`src/rtl/cache_pkg.sv`:
```
// Shared types and constants for the write-back cache line controller.
// Holds the FSM state encoding and the write-miss policy constants.
package cache_pkg;

  typedef enum logic [2:0] {
    IDLE         = 3'd0,
    COMPARE_TAG  = 3'd1,
    WRITE_BACK   = 3'd2,
    ALLOCATE     = 3'd3,
    WRITE_AROUND = 3'd4
  } cache_state_e;

  localparam bit CACHE_WA  = 1'b1;
  localparam bit CACHE_WNA = 1'b0;

  // A one-word line still needs a 1-bit beat index.
  function automatic int beat_width(input int words);
    return (words > 1) ? $clog2(words) : 1;
  endfunction

endpackage

```
`src/rtl/cache_beat_counter.sv`:
```
// Beat counter for line bursts: synchronous clear, increment, and a flag on
// the final beat. It wraps to zero only when incremented on the last beat.
module cache_beat_counter #(
  parameter int WORDS = 4,
  parameter int BW    = 2
) (
  input  logic          clk,
  input  logic          rst_n,
  input  logic          clr,
  input  logic          inc,
  output logic [BW-1:0] cnt,
  output logic          last
);

  assign last = (cnt == BW'(WORDS - 1));

  always_ff @(posedge clk or negedge rst_n) begin
    if (!rst_n) begin
      cnt <= '0;
    end else if (clr) begin
      cnt <= '0;
    end else if (inc) begin
      cnt <= last ? '0 : cnt + BW'(1);
    end
  end

endmodule

```
`src/rtl/cache_line_ctrl.sv`:
```
// Write-back cache controller FSM moving multi-word lines in beat bursts.
// Define CACHE_LINE_CTRL_PERF_EN to add saturating hit_cnt/miss_cnt ports.
module cache_line_ctrl
  import cache_pkg::*;
#(
  parameter int WORDS_PER_LINE = 4,
  parameter bit WRITE_ALLOCATE = CACHE_WA,
  parameter int CNT_W          = 32,
  localparam int BW            = beat_width(WORDS_PER_LINE)
) (
  input  logic          clk,
  input  logic          rst_n,
  input  logic          cpu_rden,
  input  logic          cpu_wren,
  input  logic          hit,
  input  logic          dirty,
  input  logic          mem_ready,
  output logic          cache_rden,
  output logic          cache_wren,
  output logic          cache_insel,
  output logic          mem_rden,
  output logic          mem_wren,
  output logic [BW-1:0] beat_idx,
  output logic          set_dirty,
  output logic          set_valid,
  output logic          replace_tag,
`ifdef CACHE_LINE_CTRL_PERF_EN
  output logic [CNT_W-1:0] hit_cnt,
  output logic [CNT_W-1:0] miss_cnt,
`endif
  output logic          stall
);

  cache_state_e  state, next_state;
  logic          req_wr, next_req_wr;
  logic          cnt_clr, cnt_inc, cnt_last;
  logic [BW-1:0] cnt;

  cache_beat_counter #(
    .WORDS (WORDS_PER_LINE),
    .BW    (BW)
  ) u_beat_counter (
    .clk   (clk),
    .rst_n (rst_n),
    .clr   (cnt_clr),
    .inc   (cnt_inc),
    .cnt   (cnt),
    .last  (cnt_last)
  );

  always_ff @(posedge clk or negedge rst_n) begin
    if (!rst_n) begin
      state  <= IDLE;
      req_wr <= 1'b0;
    end else begin
      state  <= next_state;
      req_wr <= next_req_wr;
    end
  end

  // The request type is latched in IDLE so a dropped request still completes.
  always_comb begin
    next_state  = state;
    next_req_wr = req_wr;
    cnt_clr     = 1'b0;
    cnt_inc     = 1'b0;
    cache_rden  = 1'b0;
    cache_wren  = 1'b0;
    cache_insel = 1'b0;
    mem_rden    = 1'b0;
    mem_wren    = 1'b0;
    beat_idx    = '0;
    set_dirty   = 1'b0;
    set_valid   = 1'b0;
    replace_tag = 1'b0;
    stall       = 1'b0;
    case (state)
      IDLE: begin
        stall = cpu_rden | cpu_wren;
        if (cpu_rden || cpu_wren) begin
          next_req_wr = cpu_wren;
          next_state  = COMPARE_TAG;
        end
      end
      COMPARE_TAG: begin
        if (hit) begin
          cache_rden = !req_wr;
          cache_wren = req_wr;
          set_dirty  = req_wr;
          set_valid  = 1'b1;
          next_state = IDLE;
        end else begin
          stall   = 1'b1;
          cnt_clr = 1'b1;
          if (req_wr && (WRITE_ALLOCATE == CACHE_WNA)) begin
            next_state = WRITE_AROUND;
          end else if (dirty) begin
            next_state = WRITE_BACK;
          end else begin
            next_state = ALLOCATE;
          end
        end
      end
      WRITE_BACK: begin
        cache_rden = 1'b1;
        mem_wren   = 1'b1;
        stall      = 1'b1;
        beat_idx   = cnt;
        if (mem_ready) begin
          cnt_inc = 1'b1;
          if (cnt_last) next_state = ALLOCATE;
        end
      end
      ALLOCATE: begin
        mem_rden    = 1'b1;
        cache_insel = 1'b1;
        cache_wren  = mem_ready;
        stall       = 1'b1;
        beat_idx    = cnt;
        if (mem_ready) begin
          cnt_inc = 1'b1;
          if (cnt_last) begin
            replace_tag = 1'b1;
            set_valid   = 1'b1;
            next_state  = COMPARE_TAG;
          end
        end
      end
      WRITE_AROUND: begin
        mem_wren = 1'b1;
        stall    = !mem_ready;
        if (mem_ready) next_state = IDLE;
      end
      default: next_state = IDLE;
    endcase
  end

`ifdef CACHE_LINE_CTRL_PERF_EN
  // Lookups are counted in COMPARE_TAG only, so a refill re-lookup is a hit.
  always_ff @(posedge clk or negedge rst_n) begin
    if (!rst_n) begin
      hit_cnt  <= '0;
      miss_cnt <= '0;
    end else if (state == COMPARE_TAG) begin
      if (hit && (hit_cnt != '1)) begin
        hit_cnt <= hit_cnt + CNT_W'(1);
      end else if (!hit && (miss_cnt != '1)) begin
        miss_cnt <= miss_cnt + CNT_W'(1);
      end
    end
  end
`else
  logic unused_cnt_w;
  assign unused_cnt_w = ^CNT_W;
`endif

endmodule

```
`config.mk`:
```
export PLATFORM = sky130hd
export DESIGN_NAME = cache_line_ctrl
export DESIGN_NICKNAME = d
export VERILOG_FILES = /design/src/rtl/cache_pkg.sv /design/src/rtl/cache_beat_counter.sv /design/src/rtl/cache_line_ctrl.sv
export SDC_FILE = /design/constraint.sdc
export NUM_CORES = 1
export LEC_CHECK = 0
export ABC_AREA = 1
export CORE_AREA = 5 5 42 44
export CTS_CLUSTER_DIAMETER = 80
export CTS_CLUSTER_SIZE = 14
export DETAILED_ROUTE_END_ITERATION = 16
export DIE_AREA = 0 0 47 49
export PLACE_DENSITY = 0.65
export SYNTH_ARGS = -nofsm -noshare
export SYNTH_HDL_FRONTEND = slang
export SYNTH_HIERARCHICAL = 1
export SYNTH_SLANG_ARGS = --single-unit
export TNS_END_PERCENT = 20
```
`constraint.sdc`:
```
create_clock -name clk -period 1.8 [get_ports clk]
set_clock_uncertainty 0.15 [all_clocks]
set_input_delay 0.18 -clock clk [delete_from_list [all_inputs] [get_ports clk]]
set_output_delay 0.18 -clock clk [all_outputs]
set_load 0.01 [all_outputs]
```
**Close-up of the layout**

Scale bar: 10 um. Window x 0 to 25, y 0 to 25 um. Cells in gray, sequential cells in the stronger gray; small squares are vias.
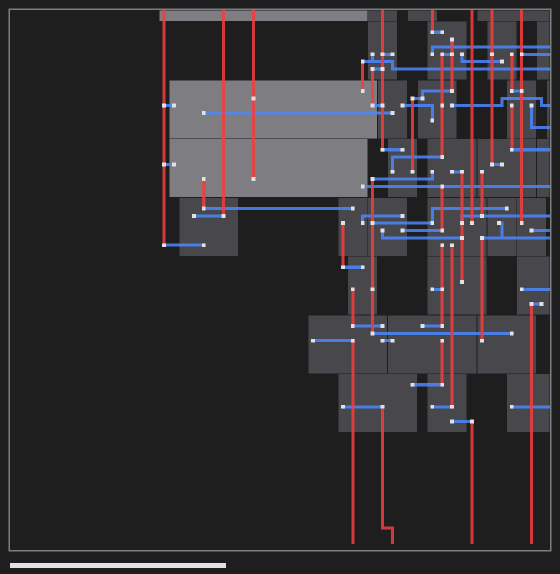
Red marks metal 2. Blue marks metal 1.
Netlist names of flops here include `req_wr` (1), `state` (1). Sequential cells in the window: 2. Most frequent: nand2_1 (7), buf_4 (3). 26 logic cells have their middle in the window.

**Gate-type map**

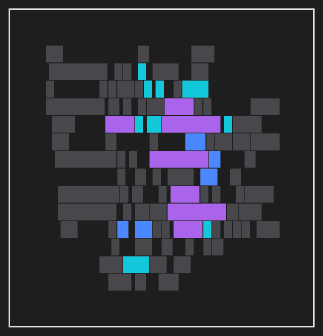
Blue marks inverting AOI/OAI gates, cells 5, most used o21ai_0. Cyan marks NOR gates, cells 9, most used nor2_1. Purple marks adder and majority cells, cells 7, most used ha_1, where center.

**Met3 routing**

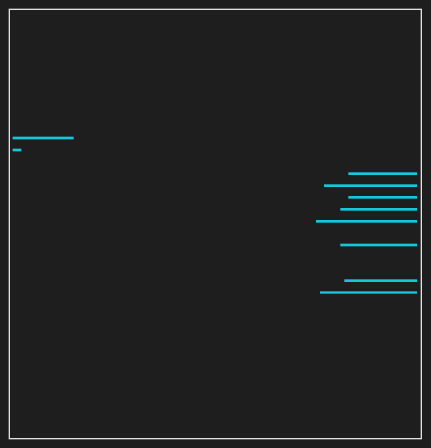
The layer carries 80.0 um of wire. The longest straight run is 11.3 um.

==> metrics.csv <==
metric,value,unit
status,"finished, final reports clean",
area grow syn2layout,67.8,%
Fillers,138,
"Design Area, Final",774,um2
synthesized area per cell,6.89,um2
Post-Synth XOR/XNOR Area,0,%
pwr dens,1420,mW/mm2
latest clock arrival within the worst-skew pair,230,ps
WP depth,6,
yosys stat chip area,462,um2
minimum clock period,1760,ps
logic area,325,um2
CTS max path bufs,2,
Top cells excl fill/tap,"19 x nand2_1, 10 x inv_1, 8 x buf_4",
most frequent cell after synthesis,nand2_1,
Cell Int Power,619,uW
Critical Path End,cache_rden,
Top Family by Delay on Critical Path,flip-flops,
met2 wire len,567,um
cells in synth_stat.txt,67,
met1 usage,10.0,%
Seq/total area,16.5,%
Post-CTS Setup Bufs,0,
Syn Inst Count,67,
Clk pwr share,11.2,%
launching point of the worst reg2reg path,state[0],
No activity file was given, so power comes from the tool's default toggle rates.
